==> config.mk <==
export PLATFORM = sky130hd
export DESIGN_NAME = clkdiv_cfg_ctrl
export DESIGN_NICKNAME = d
export VERILOG_FILES = /design/src/rtl/clkdiv_cfg_ctrl.sv
export SDC_FILE = /design/constraint.sdc
export NUM_CORES = 1
export LEC_CHECK = 0
export ABC_AREA = 1
export CORE_MARGIN = 5
export CORE_UTILIZATION = 40
export DETAILED_ROUTE_END_ITERATION = 8
export GPL_TIMING_DRIVEN = 1
export SYNTH_ARGS = -nofsm -noshare
export SYNTH_HDL_FRONTEND = slang
export SYNTH_SLANG_ARGS = --single-unit
export TNS_END_PERCENT = 10
==> constraint.sdc <==
create_clock -name I_ref_clk -period 2.3 [get_ports I_ref_clk]
set_clock_uncertainty 0.15 [all_clocks]
set_input_delay 0.345 -clock I_ref_clk [delete_from_list [all_inputs] [get_ports I_ref_clk]]
set_output_delay 0.345 -clock I_ref_clk [all_outputs]
set_load 0.02 [all_outputs]
==> src/rtl/clkdiv_cfg_ctrl.sv <==
// Round-robin ratio-change sequencer for the clock divider: gate enable, settle, load, re-enable.
// Ack SETTLE_CYC+2 edges after grant (next edge if unchanged); held requests wait. Macro CLKDIV_CTRL_RATIO_CHECK_EN rejects ratios 0/1.
module clkdiv_cfg_ctrl #(
  parameter int RATIO_WD      = 4,
  parameter int N_REQ         = 2,
  parameter int SETTLE_CYC    = 4,
  parameter int DEFAULT_RATIO = 2
) (
  input  logic                      I_ref_clk,
  input  logic                      I_rst_n,
  input  logic                      I_sys_en,
  input  logic [N_REQ-1:0]          I_req,
  input  logic [N_REQ*RATIO_WD-1:0] I_ratio,
  output logic [N_REQ-1:0]          O_ack,
  output logic                      O_err,
  output logic                      O_busy,
  output logic [RATIO_WD-1:0]       O_div_ratio,
  output logic                      O_clk_en
);

  localparam int PTR_WD = (N_REQ > 1) ? $clog2(N_REQ) : 1;

  typedef enum logic [2:0] {IDLE, DRAIN, LOAD, RESTART, DONE} state_t;

  state_t              state, state_nxt;
  logic [PTR_WD-1:0]   ptr, ptr_nxt, idx, idx_nxt, idx_inc;
  logic [RATIO_WD-1:0] shadow, shadow_nxt, ratio_nxt;
  logic [3:0]          cnt, cnt_nxt;
  logic [N_REQ-1:0]    ack_nxt;
  logic                busy_nxt, clk_en_nxt;
  logic                grant_vld, grant_bad;
  logic [PTR_WD-1:0]   grant_idx;
  logic [RATIO_WD-1:0] grant_ratio;

  // Scan from the highest offset down so the lowest offset from ptr wins.
  always_comb begin
    grant_vld = 1'b0;
    grant_idx = '0;
    for (int i = N_REQ - 1; i >= 0; i--) begin
      if (I_req[(int'(ptr) + i) % N_REQ]) begin
        grant_vld = 1'b1;
        grant_idx = PTR_WD'((int'(ptr) + i) % N_REQ);
      end
    end
  end

  assign grant_ratio = I_ratio[grant_idx*RATIO_WD +: RATIO_WD];
  assign idx_inc     = (idx == PTR_WD'(N_REQ - 1)) ? '0 : idx + 1'b1;

  always_ff @(posedge I_ref_clk or negedge I_rst_n) begin
    if (!I_rst_n) state <= IDLE;
    else          state <= state_nxt;
  end

  always_comb begin
    state_nxt = state;
    case (state)
      IDLE:    if (grant_vld)
                 state_nxt = (grant_bad || grant_ratio == O_div_ratio) ? DONE : DRAIN;
      DRAIN:   if (cnt == 4'd0) state_nxt = LOAD;
      LOAD:    state_nxt = RESTART;
      RESTART: state_nxt = IDLE;
      DONE:    state_nxt = IDLE;
      default: state_nxt = IDLE;
    endcase
  end

  always_comb begin
    ptr_nxt    = ptr;
    idx_nxt    = idx;
    shadow_nxt = shadow;
    ratio_nxt  = O_div_ratio;
    cnt_nxt    = cnt;
    ack_nxt    = '0;
    clk_en_nxt = O_clk_en;
    busy_nxt   = (state_nxt != IDLE);
    case (state)
      IDLE: begin
        clk_en_nxt = I_sys_en;
        if (grant_vld) begin
          idx_nxt    = grant_idx;
          shadow_nxt = grant_ratio;
        end
        if (state_nxt == DRAIN) begin
          clk_en_nxt = 1'b0;
          cnt_nxt    = 4'(SETTLE_CYC - 1);
        end
      end
      DRAIN: begin
        clk_en_nxt = 1'b0;
        if (cnt != 4'd0) cnt_nxt = cnt - 4'd1;
      end
      LOAD: begin
        clk_en_nxt = 1'b0;
        ratio_nxt  = shadow;
      end
      RESTART, DONE: begin
        clk_en_nxt   = I_sys_en;
        ack_nxt[idx] = 1'b1;
        ptr_nxt      = idx_inc;
      end
      default: ;
    endcase
  end

  always_ff @(posedge I_ref_clk or negedge I_rst_n) begin
    if (!I_rst_n) begin
      ptr         <= '0;
      idx         <= '0;
      shadow      <= RATIO_WD'(DEFAULT_RATIO);
      cnt         <= '0;
      O_ack       <= '0;
      O_busy      <= 1'b0;
      O_div_ratio <= RATIO_WD'(DEFAULT_RATIO);
      O_clk_en    <= 1'b0;
    end else begin
      ptr         <= ptr_nxt;
      idx         <= idx_nxt;
      shadow      <= shadow_nxt;
      cnt         <= cnt_nxt;
      O_ack       <= ack_nxt;
      O_busy      <= busy_nxt;
      O_div_ratio <= ratio_nxt;
      O_clk_en    <= clk_en_nxt;
    end
  end

`ifdef CLKDIV_CTRL_RATIO_CHECK_EN
  logic rej;

  // Ratios 0 and 1 would put the divider into bypass; refuse them.
  assign grant_bad = (grant_ratio <= RATIO_WD'(1));

  always_ff @(posedge I_ref_clk or negedge I_rst_n) begin
    if (!I_rst_n) begin
      rej   <= 1'b0;
      O_err <= 1'b0;
    end else begin
      if (state == IDLE && grant_vld) rej <= grant_bad;
      O_err <= (state == DONE) && rej;
    end
  end
`else
  assign grant_bad = 1'b0;
  assign O_err     = 1'b0;
`endif

endmodule

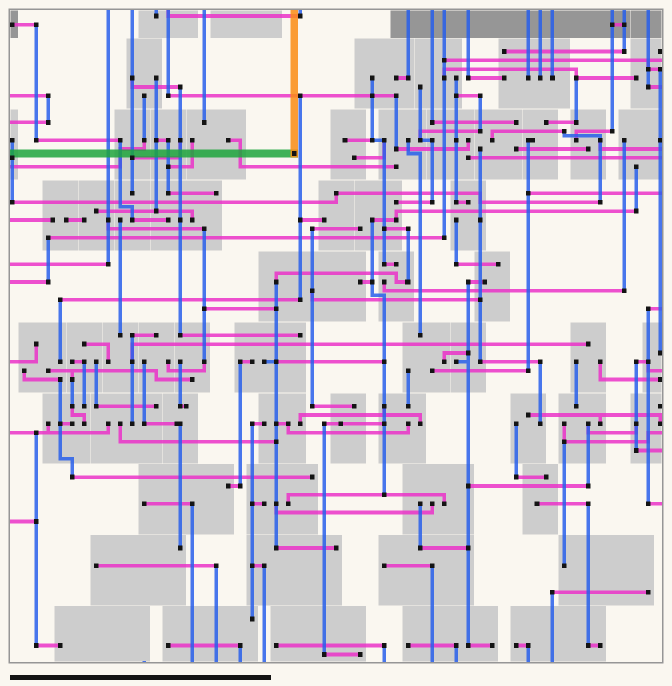
Figure 1: run 1, layout detail.
The bar under the picture is 10 um long. Window x 19 to 44, y 6 to 31 um. Cells in grey, sequential cells in the stronger grey; small squares are vias.
colour	layer
magenta	metal 1
blue	metal 2
green	metal 3
orange	metal 4
most frequent	nand2_1 (15), nand3_1 (10), clkdlybuf4s50_1 (10)
sequential cells in the window	0
cells with their middle in the window	56

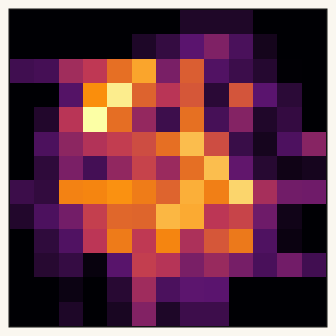
Figure 2: run 1, wire density map.
13 x 13 tiles, from black (low) to pale yellow (high), scaled to the fullest tile. Values are wire area over tile area, all layers added.
mean over tiles	0.089
tiles over half the peak	24%
nearly empty tiles	26%
densest ninth of the die	centre

==> job_summary.md, run 1 <==
### Flow metrics

| Metric | Value |
|---|---|
| Met3 routed WL | `around 85 um` |
| Relative area change from synthesis to final layout | `23.1%` |
| Commonest cells in the synthesized netlist | `sky130_fd_sc_hd__nand2_1 (45), sky130_fd_sc_hd__dfrtp_1 (19), sky130_fd_sc_hd__inv_1 (19)` |
| NetSw | `about 0.00064 W` |
| P_leak | `0.722 nW` |
| Tool warnings | `27` |
| Total number of cells along the worst setup path | `1` |
| Tot GR Track Use | `approximately an eighth` |
| Result of the run | `finished, final reports clean` |
| Crit path capture type | `output pin` |
| Worst R2R Start | `ptr` |
| DRC errors left | `0` |
| Top area cells in the synthesized netlist | `sky130_fd_sc_hd__dfrtp_1 (42%), sky130_fd_sc_hd__nand2_1 (15%), sky130_fd_sc_hd__inv_1 (6.4%)` |
| Largest stage delay on the critical path | `approximately 0.6 ns` |
| Fin crit share | `between 80% and 90%` |
| Placement Setup Slack | `roughly 0.16 ns` |
| Clock network latency to the later pin of the worst-skew pair | `0.31 ns` |
| Min Hold Slack | `a little over 0.2 ns` |
| Top logic cell by instance count in the layout | `sky130_fd_sc_hd__nand2_1` |
| Number of resized instances in the post-cts repair step | `0` |
| Top Registers | `O_div_ratio x4, cnt x4, shadow x4` |
| Pin count of the biggest net entering global routing | `22` |
| Flops out of synthesis | `21` |
| Clock tree from TritonCTS | `yes` |
| Most numerous cell in the Yosys netlist | `sky130_fd_sc_hd__nand2_1` |
| Placed wire-length estimate | `roughly 1.8 mm` |
| Worst IR drop on VDD | `between 600 and 700 uV` |
| Setup slack after layout | `approximately 0.32 ns` |
| Cell type with the highest aggregate area in the netlist | `sky130_fd_sc_hd__dfrtp_1` |
| Final period demand of the worst path | `approximately 2 ns` |
| Share of flip-flops with an asynchronous set or reset | `100%` |
| Synth cell types | `19` |
| Highest Clock Rate | `between 500 and 600 MHz` |
| Critical Path Start | `O_div_ratio[1]` |
| Commonest non-fill, non-tap cells in the layout | `sky130_fd_sc_hd__nand2_1 (45), sky130_fd_sc_hd__clkdlybuf4s50_1 (20), sky130_fd_sc_hd__dfrtp_1 (19), sky130_fd_sc_hd__inv_1 (19), sky130_fd_sc_hd__nand3_1 (13)` |
| Combinational power | `0.000715 W` |
| Cell family with most CP delay | `buffers and inverters` |
| Placeable Area | `roughly 2700 um2` |
| GR met2 Demand/Resource | `19.9%` |
| Setup repair after global routing missed its margin | `no` |
| First-pass GRT wire length | `slightly above 4 mm` |
| Met3 Resource Use GR | `under 10%` |
| Critical path, cell by cell | `clkdlybuf4s50_1` |
| Avg Cell Area, Syn | `slightly below 8 um2` |
| Flop pwr share | `about two fifths` |
| WL final | `about 2.3 mm` |
| Number of enable-type register cells in the synthesized netlist | `0` |
| CTS clock-pin slew for the worst setup and hold paths | `0.12 ns` |
| Synthesized chip area reported by yosys | `approximately 1100 um2` |
| Gr busiest metal | `met2` |
| Hold Violations, Final | `0` |
| Sw Ratio | `about 42%` |
| Internal power consumption | `between 0.0008 and 0.0009 W` |
| Sum of overflow across all layers after global routing | `0` |
| Maximum fanout along the worst path | `3` |
| DRC marker count from the first detailed-route iteration | `29` |
| Number of endpoints failing setup at the final stage | `0` |
| Vias | `~940` |
| Main flop type | `sky130_fd_sc_hd__dfrtp_1` |
| Total power consumption of the routed design | `0.00151 W` |
| Final sum of negative setup slack | `0 ns` |
| Post-layout utilization of the core | `about half` |
| Post-Syn Area | `roughly 1100 um2` |
| CP arrival | `roughly 1.5 ns` |
| Number of clock sinks seen by CTS | `21` |
| Cell area power density | `1100 nW/um2` |
| Die ar. | `a little under 4000 um2` |
| Placed cell count | `195` |
| Floorplan row count | `19` |
| Chip Width | `roughly 63 um` |
| Number of warning messages in the yosys log | `0` |
| Number of cells on the worst reg-to-reg path | `14` |
| Count of input and output buffers | `20` |
| Dominant cell area share | `42.5%` |
| Number of standard cells in the final layout excluding fillers | `~200` |
| Final instance area | `~1400 um2` |
| Clock network power | `~0.00018 W` |
| Post-Syn Nets | `about 160` |
| Slowest stage cell on the critical path | `sky130_fd_sc_hd__clkdlybuf4s50_1` |
| Via count of the first global-routing pass | `roughly 900` |
| Antenna violations before repair | `0` |
| Cell count after synthesis | `145` |
| Antenna Nets Post-Route | `0` |
| Met1 track demand over resource in global routing | `between 10% and 20%` |
| Number of vias per cell after detailed routing | `~4.7` |
| Logic pwr share | `47.2%` |
| Root buffer selected by CTS | `sky130_fd_sc_hd__clkbuf_4` |
| Ant diodes | `0` |
| Die height | `~63 um` |
| Critical path class | `reg -> out` |
| Number of buffers inserted by hold repair at cts | `0` |
| Highest metal layer used by the detailed router | `met4` |
| Number of buffers and inverters on the critical path | `1` |
| Power drawn by the sequential cells | `between 0.0006 and 0.0007 W` |
| Biggest consumer | `combinational cells` |
| Hold/Removal Path Class | `in -> async` |
| Ratio of cells with drive above 1 in the final layout | `between 10% and 20%` |
| Final-stage net count | `about 180` |
| Detailed Routing Iterations Pass 1 | `4` |
| Total of max-cap violations | `0` |
| Total CTS buffers | `3` |
| Type of element launching the critical path | `flip-flop` |
| Required time worst endpoint | `between 1.5 and 2 ns` |
| Placed Area | `approximately 1400 um2` |
| Number of buffers on the longest clock path | `2` |
| Count of pins on the block boundary | `22` |
| Routed length on met2 | `around 1.0 mm` |
| Total cells reported by yosys after synthesis | `145` |
| Met1 Routed Length | `roughly 1.1 mm` |
| Share of the yosys chip area belonging to registers | `between 40% and 50%` |
| CTS H-tree lvls | `1` |
| Clock network power share | `a little under an eighth` |
| Number of buffers inserted to repair setup after CTS | `0` |
| Max Transition Viols Final | `0` |
| Routed wire length per instance | `about 11 um` |
| Final weighted congestion in routability-driven placement | `0.868` |
| Initial Util | `between 40% and 50%` |
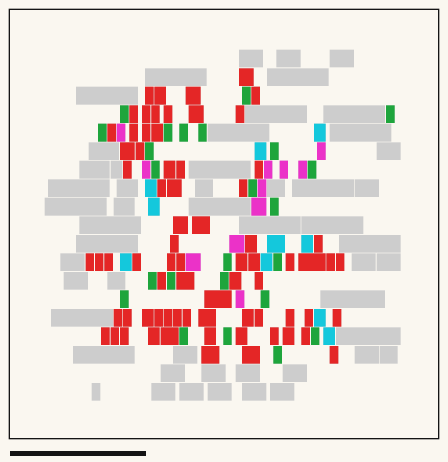
Figure 3: run 1, selected gate families.
The bar under the picture is 20 um long.
colour	family	cells	most used
green	inverters	24	inv_1
red	NAND gates	72	nand2_1
magenta	NOR gates	11	nor2_1
cyan	inverting AOI/OAI gates	10	o21ai_0

-- run 1: area by class of cell --
cell class                 count  area (um2)
inverter                      24        90.1
tap                           31        38.8
multi-input combinational     98         487
clock inverter                 1        5.00
clock buffer                   3        22.5
sequential                    21         528
timing repair buffer          21         208
fill                         270        1330
-- run 1: path summary, 6_finish.rpt --
kind	endpoint	slack, ns
max	O_div_ratio[1]	0.32
min	shadow[2]	0.20
max reg2reg	cnt[0]	0.66
min reg2reg	O_ack[0]	0.32
max in group asynchronous	shadow[1]	1.53
min in group I_ref_clk	O_ack[0]	0.32
-- run 1: kinds of logic after synthesis --
family          after synthesis  synth area share, %
xor+xnor                      2                 1.56
compound gates               10                 4.69
other cells                   1                0.335
fa+ha+maj                     2                 2.23
simple gates                 83                 34.6
flops                        21                 47.2
buf+inv                      26                 9.39
--- run 2 (diff from run 1) ---
Settings changed: ABC_CLOCK_PERIOD_IN_PS from default to 2300.
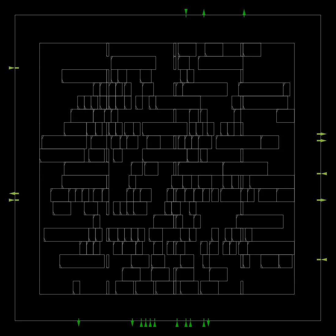
Figure 4: run 2, placed standard cells.
number of standard cells in the final layout excluding fillers: 199
Flops: 21

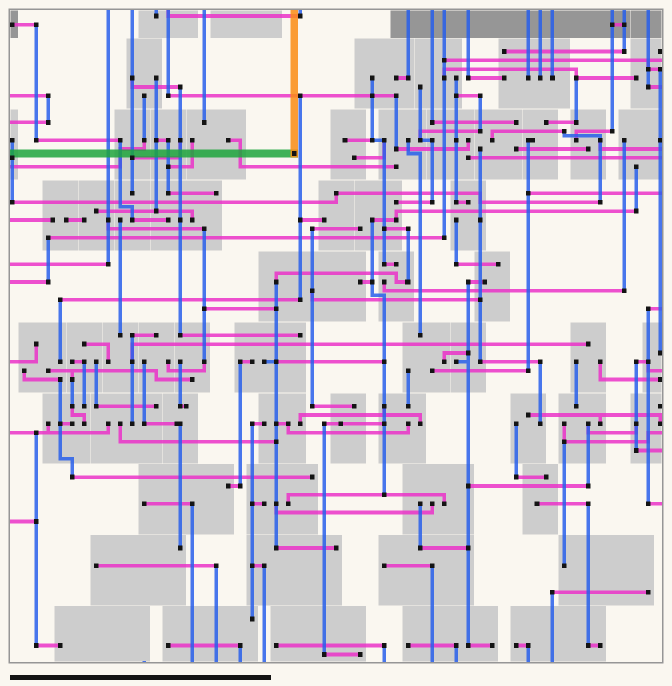
Figure 5: run 2, layout detail.
The bar under the picture is 10 um long. Window x 19 to 44, y 6 to 31 um. Cells in grey, sequential cells in the stronger grey; small squares are vias.
colour	layer
orange	metal 4
magenta	metal 1
green	metal 3
blue	metal 2
cells with their middle in the window	56
most frequent	nand2_1 (15), nand3_1 (10), clkdlybuf4s50_1 (10)
sequential cells in the window	0

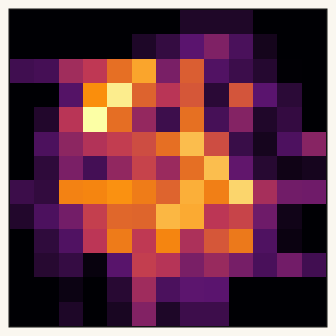
Figure 6: run 2, wire density map.
13 x 13 tiles, from black (low) to pale yellow (high), scaled to the fullest tile. Values are wire area over tile area, all layers added.
Vias: 940
Tot GR Track Use: 12.6%

==> run 2 against run 1 <==
- clock power is essentially flat
- utilization is the same
- via count is the same
- register-to-register slack is essentially flat
- critical endpoint unchanged
- largest power group unchanged
==> job_summary.md, run 2 <==
### Flow metrics

| Metric | Value |
|---|---|
| Clock tree from TritonCTS | `yes (unchanged)` |
| Relative area change from synthesis to final layout | `23.1% (unchanged)` |
| Ratio of cells with drive above 1 in the final layout | `11.3% (unchanged)` |
| DRC errors left | `0 (unchanged)` |
| R2r setup slk | `0.66 ns (about the same)` |
| Cell type with the highest aggregate area in the netlist | `sky130_fd_sc_hd__dfrtp_1 (unchanged)` |
| P_leak | `0.722 nW (unchanged)` |
| Clock network power | `0.000180 W (about the same)` |
| Most numerous cell in the Yosys netlist | `sky130_fd_sc_hd__nand2_1 (unchanged)` |
| Count of pins on the block boundary | `22 (unchanged)` |
| Type of element launching the critical path | `flip-flop (unchanged)` |
| Number of vias per cell after detailed routing | `4.72 (unchanged)` |
| Clock network power share | `11.9% (about the same)` |
| Area fraction in mux cells | `0% (unchanged)` |
| Number of clock sinks seen by CTS | `21 (unchanged)` |
| Final weighted congestion in routability-driven placement | `0.868 (unchanged)` |
| Highest Clock Rate | `506 MHz (unchanged)` |
| Die height | `62.9 um (unchanged)` |
| Die ar. | `3960 um2 (unchanged)` |
| First-pass GRT wire length | `4.08 mm (unchanged)` |
| Placed wire-length estimate | `1.76 mm (unchanged)` |
| Highest metal layer used by the detailed router | `met4 (unchanged)` |
| Clock network latency to the later pin of the worst-skew pair | `0.31 ns (about the same)` |
| Main flop type | `sky130_fd_sc_hd__dfrtp_1 (unchanged)` |
| Combinational cell area excluding buffers and inverters | `487 um2 (unchanged)` |
| Root buffer selected by CTS | `sky130_fd_sc_hd__clkbuf_4 (unchanged)` |
| Gr busiest metal | `met2 (unchanged)` |
| Placed cell count | `195 (unchanged)` |
| Initial Util | `41.3% (unchanged)` |
| Met3 routed WL | `85 um (unchanged)` |
| Final period demand of the worst path | `1.98 ns (unchanged)` |
| Total cells reported by yosys after synthesis | `145 (unchanged)` |
| Top area cells in the synthesized netlist | `sky130_fd_sc_hd__dfrtp_1 (42%), sky130_fd_sc_hd__nand2_1 (15%), sky130_fd_sc_hd__inv_1 (6.4%) (unchanged)` |
| DRC marker count from the first detailed-route iteration | `29 (unchanged)` |
| Avg Cell Area, Syn | `7.72 um2 (unchanged)` |
| Via count of the first global-routing pass | `923 (unchanged)` |
| Number of endpoints failing setup at the final stage | `0 (unchanged)` |
| Number of warning messages in the yosys log | `0 (unchanged)` |
| Hold/Removal Path Class | `in -> async (unchanged)` |
| Combinational power | `0.000715 W (about the same)` |
| Required time worst endpoint | `1.80 ns (about the same)` |
| Number of enable-type register cells in the synthesized netlist | `0 (unchanged)` |
| Power drawn by the sequential cells | `0.000619 W (about the same)` |
| Logic pwr share | `47.2% (about the same)` |
| Top logic cell family in the synthesized netlist | `simple AND/OR/NAND/NOR gates (unchanged)` |
| Met1 Routed Length | `1.12 mm (unchanged)` |
| Antenna Nets Post-Route | `0 (unchanged)` |
| Result of the run | `finished, final reports clean (unchanged)` |
| Top logic cell by instance count in the layout | `sky130_fd_sc_hd__nand2_1 (unchanged)` |
| Detailed Routing Iterations Pass 1 | `4 (unchanged)` |
| Pin count of the biggest net entering global routing | `22 (unchanged)` |
| Flops out of synthesis | `21 (unchanged)` |
| Total CTS buffers | `3 (unchanged)` |
| Share of flip-flops with an asynchronous set or reset | `100% (unchanged)` |
| Share of synthesized cell area in and, or, nand and nor gates | `34.6% (unchanged)` |
| Largest stage delay on the critical path | `0.60 ns (about the same)` |
| Post-layout utilization of the core | `50.9% (unchanged)` |
| Slowest stage cell on the critical path | `sky130_fd_sc_hd__clkdlybuf4s50_1 (unchanged)` |
| Placed Area | `1350 um2 (unchanged)` |
| Cell area power density | `1100 nW/um2 (unchanged)` |
| Number of inserted filler cells in the final layout | `270 (unchanged)` |
| Cell count after synthesis | `145 (unchanged)` |
| Post-Syn Nets | `160 (unchanged)` |
| Dominant cell area share | `42.5% (unchanged)` |
| Hold Violations, Final | `0 (unchanged)` |
| Floorplan row count | `19 (unchanged)` |
| Commonest cells in the synthesized netlist | `sky130_fd_sc_hd__nand2_1 (45), sky130_fd_sc_hd__dfrtp_1 (19), sky130_fd_sc_hd__inv_1 (19) (unchanged)` |
run 2: cell counts in the layout (fill, tap and decap cells not counted):
Identical to the previous run, type by type.
run 2: path summary, 6_finish.rpt:
kind	from	to	cells past startpoint
max in group asynchronous	I_rst_n	shadow[1]	2
worst max-delay path	O_div_ratio[1]	O_div_ratio[1]	1
worst max register to register	ptr	cnt[0]	14
min in group I_ref_clk	idx	O_ack[0]	1
worst min register to register	idx	O_ack[0]	1
worst min-delay path	I_rst_n	shadow[2]	2
run 2: layout make-up:
| type | instances | share of cell area [%] |
|---|---|---|
| timing repair buffer | 21 | 15.1 |
| tap | 31 | 2.81 |
| clock inverter | 1 | 0.363 |
| sequential | 21 | 38.3 |
| inverter | 24 | 6.53 |
| multi-input combinational | 98 | 35.3 |
| clock buffer | 3 | 1.63 |
Power and IR drop assume default switching activity.
